### src/rtl/bcd_updown_counter.sv
// Multi-digit BCD up/down counter with prescaler, parallel load and tick/wrap/load_err pulses.
// q and the pulses are registered and update on the edge that steps or loads; there is no backpressure.
module bcd_updown_counter #(
    parameter int DIGITS   = 4,
    parameter int TICK_DIV = 1
) (
    input  logic                clk,
    input  logic                reset,
    input  logic                en,
    input  logic                up_dn,
    input  logic                load,
    input  logic [4*DIGITS-1:0] load_val,
    output logic [4*DIGITS-1:0] q,
    output logic                tick,
    output logic                wrap,
    output logic                load_err
);

    localparam int W = 4 * DIGITS;

    logic [W-1:0]    q_q, q_d;
    logic [31:0]     presc_q, presc_d;
    logic            tick_q, tick_d;
    logic            wrap_q, wrap_d;
    logic            err_q, err_d;

    logic [W-1:0]    step_val;
    logic [DIGITS:0] carry;
    logic            step;
    logic            load_ok;

    // Ripple carry (up) or borrow (down) across digits; carry out of the top digit is the wrap.
    always_comb begin
        step_val = q_q;
        carry    = '0;
        carry[0] = 1'b1;
        for (int i = 0; i < DIGITS; i++) begin
            carry[i+1] = 1'b0;
            if (carry[i]) begin
                if (up_dn) begin
                    if (q_q[4*i +: 4] >= 4'd9) begin
                        step_val[4*i +: 4] = 4'd0;
                        carry[i+1]         = 1'b1;
                    end else begin
                        step_val[4*i +: 4] = q_q[4*i +: 4] + 4'd1;
                    end
                end else begin
                    if (q_q[4*i +: 4] == 4'd0) begin
                        step_val[4*i +: 4] = 4'd9;
                        carry[i+1]         = 1'b1;
                    end else begin
                        step_val[4*i +: 4] = q_q[4*i +: 4] - 4'd1;
                    end
                end
            end
        end
    end

    always_comb begin
        load_ok = 1'b1;
        for (int i = 0; i < DIGITS; i++) begin
            if (load_val[4*i +: 4] > 4'd9) begin
                load_ok = 1'b0;
            end
        end
    end

    assign step = en && (presc_q == 32'(TICK_DIV));

    always_comb begin
        q_d     = q_q;
        presc_d = presc_q;
        tick_d  = 1'b0;
        wrap_d  = 1'b0;
        err_d   = 1'b0;
        if (load) begin
            // A rejected load leaves both count and prescaler phase untouched.
            if (load_ok) begin
                q_d     = load_val;
                presc_d = '0;
            end else begin
                err_d   = 1'b1;
            end
        end else if (step) begin
            q_d     = step_val;
            presc_d = '0;
            tick_d  = 1'b1;
            wrap_d  = carry[DIGITS];
        end else if (en) begin
            presc_d = presc_q + 32'd1;
        end
    end

    always_ff @(posedge clk) begin
        if (reset) begin
            q_q     <= '0;
            presc_q <= '0;
            tick_q  <= 1'b0;
            wrap_q  <= 1'b0;
            err_q   <= 1'b0;
        end else begin
            q_q     <= q_d;
            presc_q <= presc_d;
            tick_q  <= tick_d;
            wrap_q  <= wrap_d;
            err_q   <= err_d;
        end
    end

    assign q        = q_q;
    assign tick     = tick_q;
    assign wrap     = wrap_q;
    assign load_err = err_q;

endmodule

### config.mk
export PLATFORM = sky130hd
export DESIGN_NAME = bcd_updown_counter
export DESIGN_NICKNAME = d
export VERILOG_FILES = /design/src/rtl/bcd_updown_counter.sv
export SDC_FILE = /design/constraint.sdc
export NUM_CORES = 1
export LEC_CHECK = 0
export ABC_CLOCK_PERIOD_IN_PS = 4500
export CAP_MARGIN = 40
export CORE_MARGIN = 10
export CORE_UTILIZATION = 50
export CTS_BUF_LIST = sky130_fd_sc_hd__clkbuf_16
export CTS_CLUSTER_SIZE = 40
export DETAILED_ROUTE_END_ITERATION = 12
export PLACE_DENSITY_LB_ADDON = 0.3
export SLEW_MARGIN = 20
export SYNTH_ARGS = -nofsm -noshare
export SYNTH_HDL_FRONTEND = slang
export SYNTH_SLANG_ARGS = --single-unit
### constraint.sdc
create_clock -name clk -period 4.5 [get_ports clk]
set_clock_uncertainty 0.2 [all_clocks]
set_input_delay 0.9 -clock clk [delete_from_list [all_inputs] [get_ports clk]]
set_output_delay 0.9 -clock clk [all_outputs]
set_load 0.05 [all_outputs]
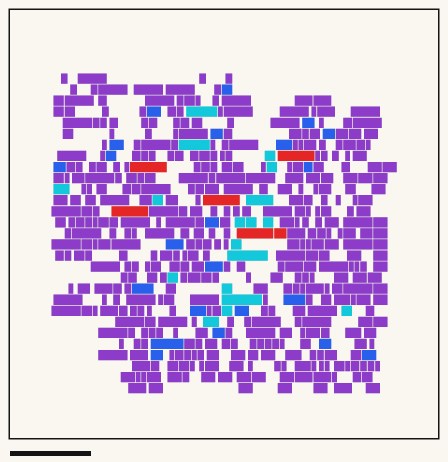
Fig. 1. Sizing map.
The bar under the picture is 20 um long.
Blue marks drive 2, cells 22, share 4.7%. Cyan marks drive 3 to 4, cells 18, share 3.8%. Purple marks drive 1 or less, cells 425, share 90%. Red marks drive 6 and up, cells 6, share 1.3%.

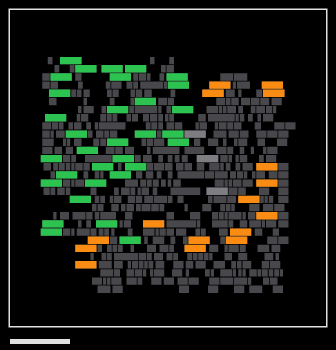
Fig. 2. Register map, names as in the netlist.
The bar under the picture is 20 um long. Other sequential cells in the stronger gray, the rest of the logic in the fainter gray.
Orange marks q, flops 16. Green marks presc_q, flops 32.
Another 3 sequential cells are not colored.
Seq. pwr: 0.000484 W
flop share of the area: 24.3%
Util after Layout: 58.5%
Reg area: 1020 um^2

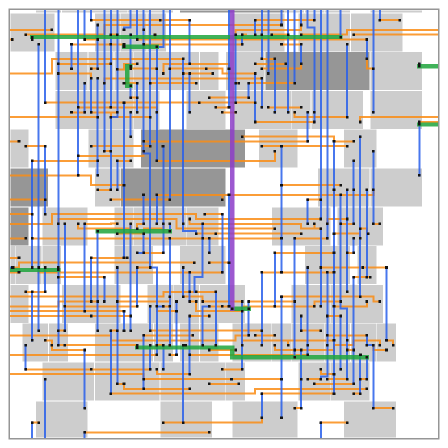
Fig. 3. Zoomed window.
Region (64, 11) to (94, 41) um. Cells in gray, sequential cells in the stronger gray; small squares are vias.
Blue marks met2. Green marks met3. Orange marks met1. Purple marks met4.
Most frequent: clkdlybuf4s50_1 (10), a21oi_1 (7). Netlist names of flops here include q (3). Sequential cells in the window: 3. 71 logic cells have their middle in the window.

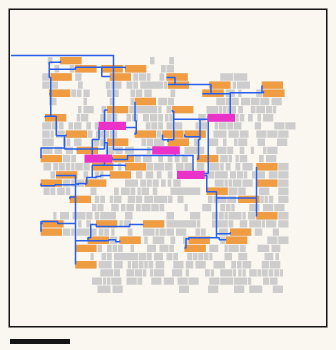
Fig. 4. Clock wires, drivers and flops.
The bar under the picture is 20 um long.
Orange marks flip-flops, count 51. Magenta marks cells driving clock nets, count 5. Blue marks clock wires, length 636 um.
There are 6 routed clock nets.

==> impl_metrics.tcl <==
# place-and-route summary
set metrics [dict create \
    cp_num_buf_inv 1 \
    cts_buffer_depth 2 \
    worst_pin_slew_ns 0.736 \
    critPathLaunch "up_dn" \
    cts_root_buf "clkbuf_16" \
    syn_area_per_cell_um2 8.17 \
    common_cells "a21oi_1, dfxtp_1, o21ai_0" \
    required_ns 4.49 \
    drive_above_1_share_pct 9.77 \
    final_common_cell "a21oi_1" \
    yosysWarnings 0 \
    drt_iter0_drc 307 \
    p_leak_nw 1.43 \
    stdcell_count 570 \
    synth.most_common_cell "a21oi_1" \
    numCtsBuffers 5 \
    wl_per_cell_um 16.6 \
    rows 31 \
    h-tree-depth 2 \
    synth-edff-count 0 \
    min_path_cells 2 \
    period_minus_slack_ns 3.28 \
    ys_ff 51 \
    synthDistinctLibCells 81 \
    yosysTopAreaCellShare_pct 28.1 \
    fp_util_pct 50.7 \
    slowest_stage "clkdlybuf4s50_1" \
    syn_area_um2 3630 \
    crit_family "simple AND/OR/NAND/NOR gates" \
    drc 0 \
    ir_drop_mv 0.267 \
    pwr_density_cell_nw_per_um2 258 \
    rsz0062_at_grt "no" \
    r2r_cells 7 \
    syn_nets 481 \
    warning_count 36 \
    finalHoldViolCount 0 \
    drv_slew 0 \
    synth_chip_area_um2 3630 \
    placedCellCount 561 \
    cp-end-kind "register" \
    maxCapViolations 0 \
    p_int_w 0.000761 \
    firstDrtPassIters 5 \
    diodes 0 \
    grt_remaining_overflow 0 \
    hold_start "presc_q[7]" \
    switching_share_pct 29.7 \
    critical_path.max_stage_delay_ns 0.76 \
    final_nets 506 \
    die_w_um 105 \
    ios 40 \
    p_comb_share_pct 20.5 \
    power.total_w 0.00108 \
    place_worst_setup_slack_ns 0.975 \
    place_congestion 0.864 \
    grt_antenna_before_repair 0 \
    grt_pass1_vias 3355 \
    cts.sinks 51 \
    critPathLaunchType "input pin" \
    top_area_cell "dfxtp_1" \
    postSynthSeqShare_pct 28.1 \
    grt_max_degree 33 \
    postCtsHoldBufs 0 \
    dieHeight_um 105 \
    dp_hpwl_um 6870 \
    critical_path.max_fanout 21 \
    layout_top_cells "a21oi_1, dfxtp_1, clkdlybuf4s50_1" \
    ys_async_sr_fraction_pct 0 \
    die_area_um2 11100 \
    wirelength_um 9450 \
    fin_hold_ws_ns 0.305 \
    cts_tree "built" \
    coreArea_um2 7180 \
    finalSetupTns_ns 0 \
    dpl_cell_area_um2 4050 \
    ys.flop_type "dfxtp_1" \
    num_vias 3593 \
    cts_resized 0 \
    worstReg2RegStart "q[8]" \
    crit_cells 6 \
    p_clk_share_pct 34.8 \
    setup_violations 0 \
    postCtsSetupBuffers 0 \
    worstPathArrival_ns 3.27 \
    max_slew_margin_pct 50.8 \
    grt_use_total_pct 16.3 \
    synthTopCellsByArea "dfxtp_1, a21oi_1, ha_1, o21ai_0, o31ai_1" \
    viasPerCell 6.30 \
    max_freq_ghz 0.305 \
    grt_pass1_wl_um 15600 \
    ant_nets 0 \
    power.switching_w 0.000322 \
    crit_chain "clkdlybuf4s50_1 > or3b_4 > o2bb2ai_4 > nand4_1 > a2111o_1 > o31ai_1" \
    setup_ws_ns 1.22 \
    status "complete, no violations" \
    critPathKind "in2reg" \
    stdcell_area_um2 4200 \
    portBuffers 39 \
    syn_inst 445 \
    syn2layout_area_growth_pct 15.6 \
    clock_latency_ns 0.29 \
    post-route-period-util_pct 72.9 \
    power_frac_seq_pct 44.7 \
    hp-class "reg2reg" \
    ys_cells 445 \
    path_clk_slew_ns 0.07 \
]
-- worst paths after layout --
check	endpoint	slack [ns]
setup / recovery	q[4]	1.22
hold / removal	presc_q[7]	0.31
setup reg to reg	q[14]	1.86
hold reg to reg	presc_q[7]	0.31
-- area by class of cell --
cell class | count | area (um^2)
clock buffer | 5 | 125
timing repair buffer | 49 | 465
multi-input combinational | 339 | 2350
clock inverter | 3 | 20.0
tap | 99 | 124
fill | 632 | 2980
inverter | 24 | 90.1
sequential | 51 | 1020
-- layer usage --
metal	up-vias	share of wire (%)	GRT usage (%)
li1	1759	-	-
met4	0	1.2	4.41
met5	-	0	0
met3	11	4.4	2.62
met1	1710	47	21.7
met2	113	47	26.5
-- power groups by stage --
stage / registers [W] / logic (W) / clock network, W
2_1_floorplan: 0.000509 / 0.000138 / 0
3_3_place_gp: 0.000493 / 0.000215 / 0
3_5_place_dp: 0.000494 / 0.000219 / 0
4_1_cts: 0.000483 / 0.000220 / 0.000382
5_1_grt: 0.000486 / 0.000240 / 0.000396
6_report: 0.000484 / 0.000221 / 0.000377
-- registers in the layout, indices dropped and copies added (netlist names) --
name,count
load_err,1
presc_q,32
q,16
tick,1
wrap,1
-- worst register-to-register path: stages, from the launching register on --
cell and delay [ns]:
dfxtp_1 0.41, inv_1 0.10, ha_1 0.27, or3b_1 0.42
and3_1 0.24, o211a_1 0.28, a21boi_4 0.26, mux2_2 0.36
-- cells by family (layout without fill, tap and decap cells) --
kind of cell               after synthesis  in the layout  share of synthesized area [%]
adders and majority gates               15             15                           5.16
AOI/OAI and AO/OA                      158            158                           30.1
xor gates and xnor gates                 4              4                          0.964
buffers and inverters                   55             81                           7.23
muxes                                    6              6                           2.03
and+or+nand+nor                        156            156                           26.5
DFF                                     51             51                           28.1
No activity file was given, so power comes from the tool's default toggle rates.
